File: src/rtl/ddr3_pkg.sv
// ----------------------------------------------------------------------------
// ddr3_pkg
// Shared types and constants for the DDR3 read/write arbiter slice:
//   arb_state_t             arbiter FSM state encoding
//   AXI_ADDR_W / AXI_DATA_W AXI byte-address and data widths
//   BURST_BEATS/BURST_BYTES burst geometry (64 beats x 16 B)
//   FRAME_BYTES             one 1920x1080 frame at 2 B/pixel
//   FRAME0_BASE/FRAME1_BASE frame buffer base addresses
// ----------------------------------------------------------------------------
package ddr3_pkg;

   localparam int unsigned AXI_ADDR_W  = 28;
   localparam int unsigned AXI_DATA_W  = 128;
   localparam int unsigned BURST_BEATS = 64;
   localparam int unsigned BURST_BYTES = BURST_BEATS * (AXI_DATA_W / 8);
   localparam int unsigned FRAME_BYTES = 1920 * 1080 * 2;

   localparam logic [AXI_ADDR_W-1:0] FRAME0_BASE = 28'h000_0000;
   localparam logic [AXI_ADDR_W-1:0] FRAME1_BASE = 28'h040_0000;

   typedef enum logic [2:0] {
      IDLE    = 3'd0,
      WR_GO   = 3'd1,
      WR_WAIT = 3'd2,
      RD_GO   = 3'd3,
      RD_WAIT = 3'd4
   } arb_state_t;

endpackage

File: src/rtl/frame_addr_gen.sv
// ----------------------------------------------------------------------------
// frame_addr_gen
// Per-path burst offset counter with frame wrap detection.
//   clk, rst        clock, asynchronous active-high reset
//   adv_i           burst completed: advance offset by one burst
//   clr_i           restart the frame (offset -> 0)
//   base_i          frame base that applies from the next cycle on
//   addr_o          registered burst address (base + offset)
//   wrap_c_o        combinational: this advance completes the frame
//   frame_start_c_o combinational: offset returns to 0 this cycle
// ----------------------------------------------------------------------------
module frame_addr_gen #(
   parameter int unsigned       ADDR_W      = ddr3_pkg::AXI_ADDR_W,
   parameter int unsigned       BURST_BYTES = ddr3_pkg::BURST_BYTES,
   parameter int unsigned       FRAME_BYTES = ddr3_pkg::FRAME_BYTES,
   parameter logic [ADDR_W-1:0] RST_ADDR    = '0
) (
   input  logic              clk,
   input  logic              rst,
   input  logic              adv_i,
   input  logic              clr_i,
   input  logic [ADDR_W-1:0] base_i,
   output logic [ADDR_W-1:0] addr_o,
   output logic              wrap_c_o,
   output logic              frame_start_c_o
);
   import ddr3_pkg::*;

   logic [ADDR_W-1:0] offset_q, offset_d;
   logic [ADDR_W-1:0] addr_q, addr_d;
   logic [ADDR_W-1:0] next_off;

   // Offset advance / wrap; a clear coinciding with a wrap is a single clear.
   always_comb begin
      next_off        = offset_q + ADDR_W'(BURST_BYTES);
      wrap_c_o        = adv_i && (next_off == ADDR_W'(FRAME_BYTES));
      frame_start_c_o = wrap_c_o || clr_i;
      offset_d        = offset_q;
      if (clr_i || wrap_c_o) begin
         offset_d = '0;
      end else if (adv_i) begin
         offset_d = next_off;
      end
   end

   // Kept apart from the offset logic: base_i may depend on frame_start_c_o.
   assign addr_d = base_i + offset_d;

   always_ff @(posedge clk or posedge rst) begin
      if (rst) begin
         offset_q <= '0;
         addr_q   <= RST_ADDR;
      end else begin
         offset_q <= offset_d;
         addr_q   <= addr_d;
      end
   end

   assign addr_o = addr_q;

endmodule

File: src/rtl/ddr3_rw_arbiter.sv
// ----------------------------------------------------------------------------
// ddr3_rw_arbiter
// Grants the single AXI master to either the write (UART) or read (HDMI) FIFO
// path and produces frame-relative burst addresses. Reads have priority; a
// run-length guard gives a pending write the master after MAX_RD_RUN reads.
//   sclk, s_rst        ui_clk, asynchronous active-high reset
//   calib_done         DDR3 calibration complete; gates new grants
//   wr_req / rd_req    level requests from the write / read FIFO paths
//   rd_frame_rst       restart the read frame (applied in IDLE)
//   wr_start/wr_addr   write burst start pulse and address
//   wr_done            write burst complete pulse
//   rd_start/rd_addr   read burst start pulse and address
//   rd_done            read burst complete pulse
//   busy               arbiter not in IDLE
//   wr_frame_done      last burst of a frame written
// Optional: define DOUBLE_BUFFER_EN for ping-pong frame buffers.
// ----------------------------------------------------------------------------
module ddr3_rw_arbiter #(
   parameter int unsigned       ADDR_W      = ddr3_pkg::AXI_ADDR_W,
   parameter int unsigned       BURST_BYTES = ddr3_pkg::BURST_BYTES,
   parameter int unsigned       FRAME_BYTES = ddr3_pkg::FRAME_BYTES,
   parameter logic [ADDR_W-1:0] FRAME0_BASE = ADDR_W'(ddr3_pkg::FRAME0_BASE),
   parameter logic [ADDR_W-1:0] FRAME1_BASE = ADDR_W'(ddr3_pkg::FRAME1_BASE),
   parameter int unsigned       MAX_RD_RUN  = 4
) (
   input  logic              sclk,
   input  logic              s_rst,
   input  logic              calib_done,
   input  logic              wr_req,
   input  logic              rd_req,
   input  logic              rd_frame_rst,
   output logic              wr_start,
   output logic [ADDR_W-1:0] wr_addr,
   input  logic              wr_done,
   output logic              rd_start,
   output logic [ADDR_W-1:0] rd_addr,
   input  logic              rd_done,
   output logic              busy,
   output logic              wr_frame_done
);
   import ddr3_pkg::*;

   localparam int unsigned RUN_W = $clog2(MAX_RD_RUN + 1);

   arb_state_t        state_q, state_d;
   logic [RUN_W-1:0]  rd_run_q, rd_run_d;
   logic              rd_pend_q, rd_pend_d;
   logic              wr_start_q, wr_start_d;
   logic              rd_start_q, rd_start_d;
   logic              busy_q, busy_d;
   logic              wr_frame_done_q;
   logic              wr_adv, rd_adv, rd_clr;
   logic              wr_wrap_c, wr_fstart_c, rd_wrap_c, rd_fstart_c;
   logic [ADDR_W-1:0] wr_base, rd_base;
   logic              unused_flags;

   // State register
   always_ff @(posedge sclk or posedge s_rst) begin
      if (s_rst) state_q <= IDLE;
      else       state_q <= state_d;
   end

   // Next state: arbitration happens only in IDLE with calibration done
   always_comb begin
      state_d = state_q;
      unique case (state_q)
         IDLE: begin
            if (calib_done) begin
               if (rd_req && (!wr_req || (rd_run_q < RUN_W'(MAX_RD_RUN)))) begin
                  state_d = RD_GO;
               end else if (wr_req) begin
                  state_d = WR_GO;
               end
            end
         end
         WR_GO:   state_d = WR_WAIT;
         WR_WAIT: if (wr_done) state_d = IDLE;
         RD_GO:   state_d = RD_WAIT;
         RD_WAIT: if (rd_done) state_d = IDLE;
         default: state_d = IDLE;
      endcase
   end

   // Outputs and per-cycle control derived from the FSM
   always_comb begin
      wr_start_d = (state_q == WR_GO);
      rd_start_d = (state_q == RD_GO);
      busy_d     = (state_d != IDLE);
      // Done pulses only count in the matching WAIT state.
      wr_adv     = (state_q == WR_WAIT) && wr_done;
      rd_adv     = (state_q == RD_WAIT) && rd_done;
      // A pending frame restart lands in IDLE or on the edge entering it,
      // so an in-flight read burst never sees its address move.
      rd_clr     = (rd_pend_q || rd_frame_rst) &&
                   ((state_q == IDLE) || (state_d == IDLE));
      rd_pend_d  = rd_pend_q;
      if (rd_clr) begin
         rd_pend_d = 1'b0;
      end else if (rd_frame_rst) begin
         rd_pend_d = 1'b1;
      end
      rd_run_d = rd_run_q;
      if ((state_q == IDLE) && (state_d == RD_GO) && wr_req) begin
         rd_run_d = rd_run_q + RUN_W'(1);
      end else if ((state_q == IDLE) && ((state_d == WR_GO) || !wr_req)) begin
         rd_run_d = '0;
      end
   end

   always_ff @(posedge sclk or posedge s_rst) begin
      if (s_rst) begin
         wr_start_q      <= 1'b0;
         rd_start_q      <= 1'b0;
         busy_q          <= 1'b0;
         wr_frame_done_q <= 1'b0;
         rd_run_q        <= '0;
         rd_pend_q       <= 1'b0;
      end else begin
         wr_start_q      <= wr_start_d;
         rd_start_q      <= rd_start_d;
         busy_q          <= busy_d;
         wr_frame_done_q <= wr_wrap_c;
         rd_run_q        <= rd_run_d;
         rd_pend_q       <= rd_pend_d;
      end
   end

`ifdef DOUBLE_BUFFER_EN
   logic wr_buf_q, wr_buf_d;
   logic rd_buf_q, rd_buf_d;
   logic last_full_q, last_full_d;

   // Writer flips buffers per completed frame; reader latches the most
   // recently completed buffer at each read-frame start.
   always_comb begin
      wr_buf_d    = wr_buf_q ^ wr_wrap_c;
      last_full_d = wr_wrap_c ? wr_buf_q : last_full_q;
      rd_buf_d    = rd_fstart_c ? last_full_d : rd_buf_q;
   end

   assign wr_base = wr_buf_d ? FRAME1_BASE : FRAME0_BASE;
   assign rd_base = rd_buf_d ? FRAME1_BASE : FRAME0_BASE;

   always_ff @(posedge sclk or posedge s_rst) begin
      if (s_rst) begin
         wr_buf_q    <= 1'b0;
         rd_buf_q    <= 1'b0;
         last_full_q <= 1'b0;
      end else begin
         wr_buf_q    <= wr_buf_d;
         rd_buf_q    <= rd_buf_d;
         last_full_q <= last_full_d;
      end
   end

   assign unused_flags = ^{wr_fstart_c, rd_wrap_c};
`else
   assign wr_base      = FRAME0_BASE;
   assign rd_base      = FRAME0_BASE;
   assign unused_flags = ^{wr_fstart_c, rd_wrap_c, rd_fstart_c, FRAME1_BASE};
`endif

   frame_addr_gen #(
      .ADDR_W      (ADDR_W),
      .BURST_BYTES (BURST_BYTES),
      .FRAME_BYTES (FRAME_BYTES),
      .RST_ADDR    (FRAME0_BASE)
   ) u_wr_gen (
      .clk             (sclk),
      .rst             (s_rst),
      .adv_i           (wr_adv),
      .clr_i           (1'b0),
      .base_i          (wr_base),
      .addr_o          (wr_addr),
      .wrap_c_o        (wr_wrap_c),
      .frame_start_c_o (wr_fstart_c)
   );

   frame_addr_gen #(
      .ADDR_W      (ADDR_W),
      .BURST_BYTES (BURST_BYTES),
      .FRAME_BYTES (FRAME_BYTES),
      .RST_ADDR    (FRAME0_BASE)
   ) u_rd_gen (
      .clk             (sclk),
      .rst             (s_rst),
      .adv_i           (rd_adv),
      .clr_i           (rd_clr),
      .base_i          (rd_base),
      .addr_o          (rd_addr),
      .wrap_c_o        (rd_wrap_c),
      .frame_start_c_o (rd_fstart_c)
   );

   assign wr_start      = wr_start_q;
   assign rd_start      = rd_start_q;
   assign busy          = busy_q;
   assign wr_frame_done = wr_frame_done_q;

endmodule

File: config.mk
export PLATFORM = sky130hd
export DESIGN_NAME = ddr3_rw_arbiter
export DESIGN_NICKNAME = d
export VERILOG_FILES = /design/src/rtl/ddr3_pkg.sv /design/src/rtl/frame_addr_gen.sv /design/src/rtl/ddr3_rw_arbiter.sv
export SDC_FILE = /design/constraint.sdc
export NUM_CORES = 1
export LEC_CHECK = 0
export CAP_MARGIN = 20
export CORE_MARGIN = 10
export CORE_UTILIZATION = 40
export CTS_CLUSTER_DIAMETER = 40
export DETAILED_ROUTE_END_ITERATION = 16
export DONT_BUFFER_PORTS = 1
export SLEW_MARGIN = 20
export SYNTH_ARGS = -nofsm -noshare
export SYNTH_HDL_FRONTEND = slang
export SYNTH_SLANG_ARGS = --single-unit
File: constraint.sdc
create_clock -name sclk -period 2.56 [get_ports sclk]
set_input_delay 0.64 -clock sclk [delete_from_list [all_inputs] [get_ports sclk]]
set_output_delay 0.64 -clock sclk [all_outputs]
set_load 0.01 [all_outputs]
Figure 1. Congestion heat map.
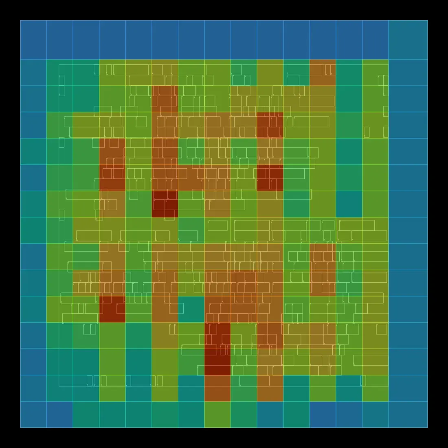
fraction of the core area covered by cells at the end of the flow: 0.464
most used routing layer in global routing: met2
wire per inst: 16.0 microns
M3 GR Usage: 0.0533

Figure 2. Routed metal, one colour a layer.
Two of the layers only.
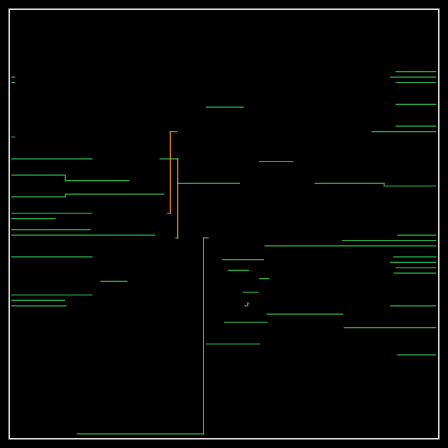
layer	colour	wire length
metal 4	orange	89.1 microns
metal 3	green	647 microns

Figure 3. Routed clock nets over the placement.
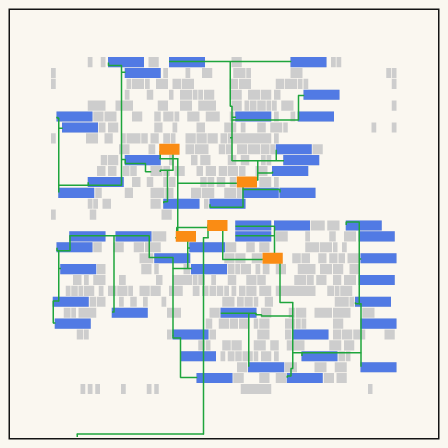
[clock drivers] orange | count: 5
[flip-flops] blue | count: 47
[clock wires] green | length: 678 microns
routed clock nets	6

Figure 4. Pin map.
Pins as bars across the die edge, other pins in grey.
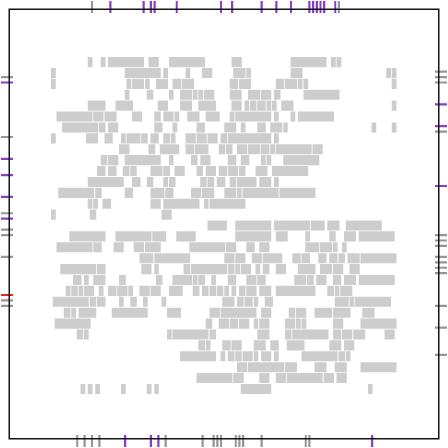
port	colour	pins	direction	edge
rd_req	red	1	input	left
rd_addr	purple	28	output	16 top, 5 left, 4 bottom, 3 right

Figure 5. Cells coloured by class.
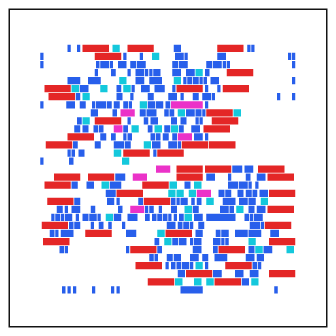
class	colour	cells
combinational and other logic	blue	268
flops	red	47
clock drivers and dummy loads	magenta	8
other buffers and delay cells	cyan	41
finished layout cell area: 3390 sq um
share of cell area taken by flip-flops and latches: 0.347
Cell Rows: 31
core area: 7290 sq um

==> run notes <==
Notes on the physical implementation.

- CTS reports a maximum clock tree buffer depth of 2.
- The total number of vias is 2,453, for reference.
- The initial utilization of the core area, before any placement, comes to 0.414.
- The worst endpoint required time is 2.74 ns, for reference.
- The async set-or-reset flop fraction in the synthesized netlist is 1.00, for reference.
- Per the TritonCTS log, the buffer count is 5.
- The critical path buffer and inverter count is 2, for reference.
- The count of mapped cells out of synthesis is 338, for reference.
- Measured on the final layout, the clock distribution area share stands at 0.0358.
- The run finished with clean final reports.
- Summed over all layers, the routed wires come to 7420 microns.
- In the detailed route, the total length drawn on met2 is 3440 microns.
- Counting endpoints that fail hold in the final report gives 0.
- The fraction of area in multi-input gates is 0.476, for reference.
- The launch point of the critical path was reported as u_wr_gen.offset_q[13].
- The fraction of met1 tracks used by global routing is 0.163, for reference.
- The arrival time of data at the critical path endpoint is 2.56 ns, for reference.
- The sequential cells in the finished layout cover a total of 1180 sq um.
- After detailed placement, the design holds a cell count of 454.
- For the worst flop-to-flop path, the logic depth is 9.
- The fraction of layout instances using a drive strength above 1 is 0.165, for reference.
- The post-synthesis cell area is 3020 sq um, for reference.
- The commonest non-fill, non-tap cell in the layout is dfrtp_1, for reference.
- The largest individual stage delay along the critical path comes from the cell dfrtp_1.
- Measured along the x axis, the die boundary spans 107 microns.
- The layout multi-input combinational cell count is 256, for reference.
- The final power report lists total power as 2140 uW.
- On the worst path, the slowest cell contributes a delay of 0.49 ns.
- The multi-input combinational cells in the finished layout cover a total of 1610 sq um.
- After routing, the total negative slack on setup checks comes to 0 ns.
- The max-capacitance violation count is 0, for reference.
- In this run the power spent charging and discharging nets is 745 uW.
- Per the synthesis report, the AND-OR/OR-AND share of the synthesized area is 0.132.
- The script extracted a total leakage power of 0.00145 uW.
- By instance count, the leading cell after synthesis is dfrtp_1.
- The number of non-filler instances in the completed layout is 463, for reference.
- The total power divided by cell area is 632 nW/um^2, for reference.
- The pre-antenna-repair detailed-routing pass consisted of 4 iterations.
- The final worst clock skew is 0.0104 ns, for reference.
- The unique cell type count in the Yosys netlist is 57, for reference.
- The worst slew slack as a fraction of its limit is 0.461, for reference.
- The TritonCTS clock tree is done, for reference.
- Yosys printed 0 warnings.
- The overflow left after global routing is 0, for reference.
- Ranked by total area, the top cell class in this layout is combinational gates.
- Entering global routing, the biggest net connects 31 pins.
Power is estimated from default activity; no workload was simulated.
